## src/rtl/tlb_miss_walker.sv

```systemverilog
// TLB miss walker: refills a 4-entry direct-mapped TLB from a single-level page table.
// On an accepted miss it reads one PTE from memory. It then either issues a one-cycle TLB
// write or reports a one-cycle fault: VPN out of range, PTE invalid, or read timeout.
//
// Ports:
//   i_clk, i_reset        clock; asynchronous active-high reset
//   i_miss_valid/i_miss_va, o_miss_ready    miss request handshake
//   o_mem_req/o_mem_addr, i_mem_ack/i_mem_rdata    PTE read port
//   o_write_en/o_write_va/o_write_pa       TLB write port
//   o_walk_done, o_walk_fault/o_fault_cause     walk completion status
module tlb_miss_walker #(
    parameter logic [19:0] PT_BASE       = 20'h10000,
    parameter int unsigned PT_INDEX_BITS = 8,
    parameter int unsigned TIMEOUT       = 16
) (
    input  logic        i_clk,
    input  logic        i_reset,
    input  logic        i_miss_valid,
    input  logic [31:0] i_miss_va,
    output logic        o_miss_ready,
    output logic        o_mem_req,
    output logic [19:0] o_mem_addr,
    input  logic        i_mem_ack,
    input  logic [31:0] i_mem_rdata,
    output logic        o_write_en,
    output logic [31:0] o_write_va,
    output logic [31:0] o_write_pa,
    output logic        o_walk_done,
    output logic        o_walk_fault,
    output logic [1:0]  o_fault_cause
);

    localparam int unsigned CntW = $clog2(TIMEOUT + 1);

    localparam logic [1:0] CauseRange   = 2'b01;
    localparam logic [1:0] CauseInvalid = 2'b10;
    localparam logic [1:0] CauseTimeout = 2'b11;

    typedef enum logic [1:0] {StIdle, StReq, StFill, StFault} state_e;

    state_e          r_state;
    state_e          w_state_next;
    logic [31:0]     r_va;
    logic [7:0]      r_ppn;
    logic [1:0]      r_cause;
    logic [1:0]      w_cause_next;
    logic [CntW-1:0] r_cnt;

    logic [19:0]     w_vpn;
    logic            w_oor;
    logic [19:0]     w_pte_off;
    logic            w_unused_rdata;

    // Any VPN bit above the table's index range means there is no PTE to fetch.
    assign w_vpn = i_miss_va[31:12];
    assign w_oor = (w_vpn >> PT_INDEX_BITS) != '0;

    assign w_pte_off = {{(18 - PT_INDEX_BITS){1'b0}}, r_va[12+PT_INDEX_BITS-1:12], 2'b00};

    // Only the valid bit and PPN of the PTE are meaningful.
    assign w_unused_rdata = ^i_mem_rdata[30:8];

    always_ff @(posedge i_clk or posedge i_reset) begin
        if (i_reset) begin
            r_state <= StIdle;
            r_va    <= '0;
            r_ppn   <= '0;
            r_cause <= '0;
            r_cnt   <= '0;
        end else begin
            r_state <= w_state_next;
            r_cause <= w_cause_next;
            if (r_state == StIdle && i_miss_valid) begin
                r_va  <= i_miss_va;
                r_cnt <= '0;
            end
            if (r_state == StReq) begin
                r_cnt <= r_cnt + CntW'(1);
                if (i_mem_ack) begin
                    r_ppn <= i_mem_rdata[7:0];
                end
            end
        end
    end

    always_comb begin
        w_state_next = r_state;
        w_cause_next = r_cause;
        unique case (r_state)
            StIdle: begin
                if (i_miss_valid) begin
                    if (w_oor) begin
                        w_state_next = StFault;
                        w_cause_next = CauseRange;
                    end else begin
                        w_state_next = StReq;
                    end
                end
            end
            StReq: begin
                // An ack in the final allowed cycle takes priority over the timeout.
                if (i_mem_ack) begin
                    if (i_mem_rdata[31]) begin
                        w_state_next = StFill;
                    end else begin
                        w_state_next = StFault;
                        w_cause_next = CauseInvalid;
                    end
                end else if (r_cnt == CntW'(TIMEOUT - 1)) begin
                    w_state_next = StFault;
                    w_cause_next = CauseTimeout;
                end
            end
            StFill:  w_state_next = StIdle;
            StFault: w_state_next = StIdle;
            default: w_state_next = StIdle;
        endcase
    end

    // Outputs depend on state and registers only, so reset clears them immediately.
    always_comb begin
        o_miss_ready  = (r_state == StIdle);
        o_mem_req     = (r_state == StReq);
        o_mem_addr    = (r_state == StReq) ? (PT_BASE + w_pte_off) : '0;
        o_write_en    = (r_state == StFill);
        o_walk_done   = (r_state == StFill);
        o_walk_fault  = (r_state == StFault);
        o_fault_cause = (r_state == StFault) ? r_cause : '0;
        o_write_va    = (r_state == StFill || r_state == StFault) ? r_va : '0;
        o_write_pa    = (r_state == StFill) ? {12'b0, r_ppn, r_va[11:0]} : '0;
    end

endmodule

```

## config.mk

```make
export PLATFORM = sky130hd
export DESIGN_NAME = tlb_miss_walker
export DESIGN_NICKNAME = d
export VERILOG_FILES = /design/src/rtl/tlb_miss_walker.sv
export SDC_FILE = /design/constraint.sdc
export NUM_CORES = 1
export LEC_CHECK = 0
export ABC_AREA = 1
export ABC_CLOCK_PERIOD_IN_PS = 2200
export CORE_MARGIN = 4
export CORE_UTILIZATION = 50
export CTS_CLUSTER_SIZE = 24
export DETAILED_ROUTE_END_ITERATION = 12
export DONT_BUFFER_PORTS = 1
export PLACE_DENSITY = 0.62
export SLEW_MARGIN = 20
export SYNTH_ARGS = -nofsm -noshare
export SYNTH_HDL_FRONTEND = slang
export SYNTH_SLANG_ARGS = --single-unit
```

## constraint.sdc

```tcl
create_clock -name i_clk -period 2.2 [get_ports i_clk]
set_input_delay 0.33 -clock i_clk [delete_from_list [all_inputs] [get_ports i_clk]]
set_output_delay 0.33 -clock i_clk [all_outputs]
set_load 0.005 [all_outputs]
```

==> images/route_heat.png <==
Drawn at 4 px/um. The die is cut into 16 by 16 equal tiles; white is low, dark blue is high, scaled to the fullest tile. Values are wire area over tile area, all layers added.
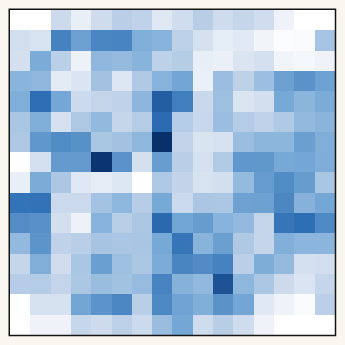
nearly empty tiles = 4.7%
tiles over half the peak = 25%
emptiest ninth of the die = top right
wire per inst: 12.2 um
total global routing track utilization: 16.9%
routed wire length: 5350 um

==> images/closeup.png <==
Region (26, 9) to (56, 39) um. Cells in gray, sequential cells in the stronger gray; small squares are vias.
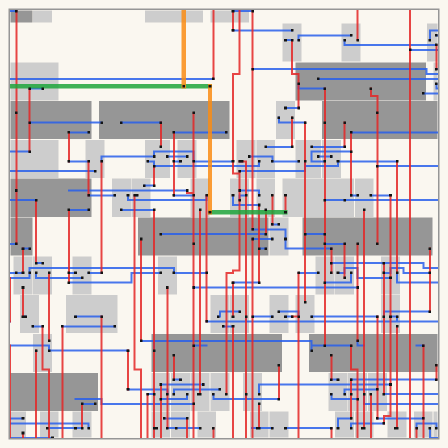
M4 -> orange
M3 -> green
M1 -> blue
M2 -> red
cells with their middle in the window = 66
sequential cells in the window = 10
netlist names of flops here include = `r_va` (10)
most frequent = nand2_1 (32), inv_1 (11), dfrtp_1 (10)

==> run summary <==
Via count = 1,962
Share of flip-flops with an asynchronous set or reset = 100%
Flip-flops with a built-in enable = 0
Flop share of the area = 44.9%
Sequential cells = 49
Number of warnings issued by yosys = 0
Data arrival time of the worst path = 1590 ps
Global-route wire length before repair = 8540 um
Largest reg by FF count = r_va
Internal power summed over all cells = 2.06 mW
Die outline height = 81.2 um
Summed standard-cell area reported by yosys = 2680 um2
FF+latch count, synth = 49
Synth logic family = simple AND/OR/NAND/NOR gates
Final-layout clock buffer total = 7
Proportion of total power due to net switching = 42.3%
Number of non-clock inverters = 63
Combinational fraction of design power = 40.3%
Buffers plus inverters on the worst setup path = 1
Final Max Tran Viols = 0
Placed cells = 429
CTS root buffer = clkbuf_8
Power spent charging and discharging nets = 1.51 mW
Fraction of synthesized cell area taken by the top area cell type = 45.8%
Routed via count divided by cell count = 4.48
Util after Layout = 53.2%
Area used by sequential logic in the layout = 1230 um2
Count of plain and timing-repair buffers in the layout = 7
Largest power group = sequential cells
Number of buffers added on ports = 0
XOR/XNOR Fraction of Synth Area = 0%
Final setup vio count = 0
Unrepaired setup endpoints after global routing = false
Kind of end point of the critical path = output pin
Via count of the first global-routing pass = 1,843
Antenna Nets Post-Route = 0
Count of unique library cells instantiated by Yosys = 20
Initial DRC Count = 60
Post-route standard cell area excluding fillers = 2730 um2
Clock transition at the register clock pins on the worst setup and hold paths after CTS = 80 ps
Number of post-CTS setup repair buffers = 0
Filler Cell Count = 530
Router iterations before antenna repair = 4
Top cells by count = 130 x nand2_1, 60 x inv_1, 50 x nor2_1
Most numerous cell in the Yosys netlist = nand2_1
Total number of nets in the final design = 437
Count of warning messages emitted by the tools = 49
Count of mapped cells out of synthesis = 370
Top delay family on crit path = flip-flops
Aoi share = 5.09%
Horizontal die dimension = 81.2 um
Dominant cells by area after synthesis = dfrtp_1 46%, nand2_1 18%, inv_1 8.4%, buf_4 7.3%, nor2_1 7.0%
Hold WS = 141 ps
Row count = 26
Maximum clock insertion buffer count = 2
Start-to-end type of the worst setup path = register to output pin
Detail Placement HPWL = 3910 um
Outcome = completed
Share of final-layout standard cells stronger than drive strength 1 = 6.25%
Tap cell count = 70
Sequential share of power = 43.9%
WP data required = 1870 ps
Largest net degree at the start of global routing = 50
Crit share post-route = 87.3%
Area share of buffers outside the clock network = 2.47%
CP max stage delay = 600 ps
Type of origin of the critical path = register
Dominant kind of cell = flip-flops and latches
N_diodes = 0
Final worst setup slack = 278 ps
Clock tree skew after final layout = 1.98 ps
Mapped Avg Cell Area = 7.24 um2
Total overflow reported by the global router = 0
Cell breakdown of the critical path = buf_4 -> nand2_1 -> nor2_1
Cell area power density = 1310 nW/um2
Top-level I/O count = 159
Total Power = 3.57 mW
Final min period = 1920 ps
==> images/clock_wires.png <==
Drawn at 4 px/um.
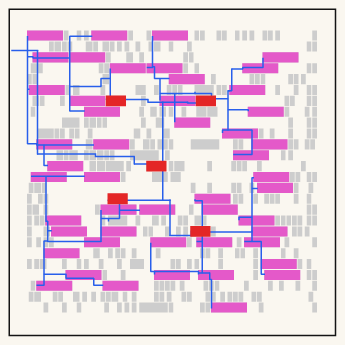
clock wires -> blue  # length 554 um
flip-flops -> magenta  # count 49
clock-net drivers -> red  # count 5
flops lie = widely spread
routed clock nets = 6
clock share of power: 15.8%
P_clk: 564 uW

==> images/gates.png <==
Drawn at 8 px/um.
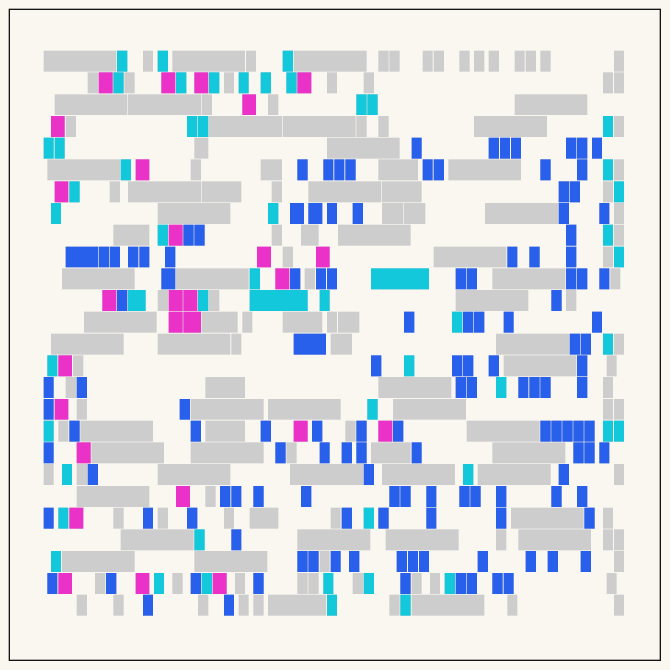
aoi and oai cells -> magenta  # cells 27
nor cells -> cyan  # cells 53, where widely spread
nand cells -> blue  # cells 135, where widely spread
combinational fraction of the cell area: 37.1%
most numerous logic cell after layout: nand2_1
Final Non-Filler Cells: 438

## path summary, 6_finish.rpt
kind / from / to / slack (ps) / cells past startpoint
worst max-delay path: r_state[1] / o_write_pa[5] / 280 / 3
max in group asynchronous: i_reset / r_ppn[3] / 1450 / 3
worst min-delay path: i_miss_va[31] / r_va[31] / 140 / 2
worst min register to register: r_va[11] / r_va[11] / 480 / 2
worst max register to register: r_state[1] / r_va[3] / 640 / 6
min in group asynchronous: i_reset / r_va[13] / 540 / 3
## routing by layer
metal  global-route usage, %  part of all wire [%]
met5                       0                     0
met4                    4.56                   1.1
met3                    4.66                   6.5
met2                    29.8                    49
met1                    20.3                    43
## worst reg2reg max path: cells and delay by family, from the launching register on
kind / cells / cell delay [ps]
buf+inv: 2 / 550
flops: 1 / 530
simple gates: 4 / 430
Power and IR drop assume default switching activity.
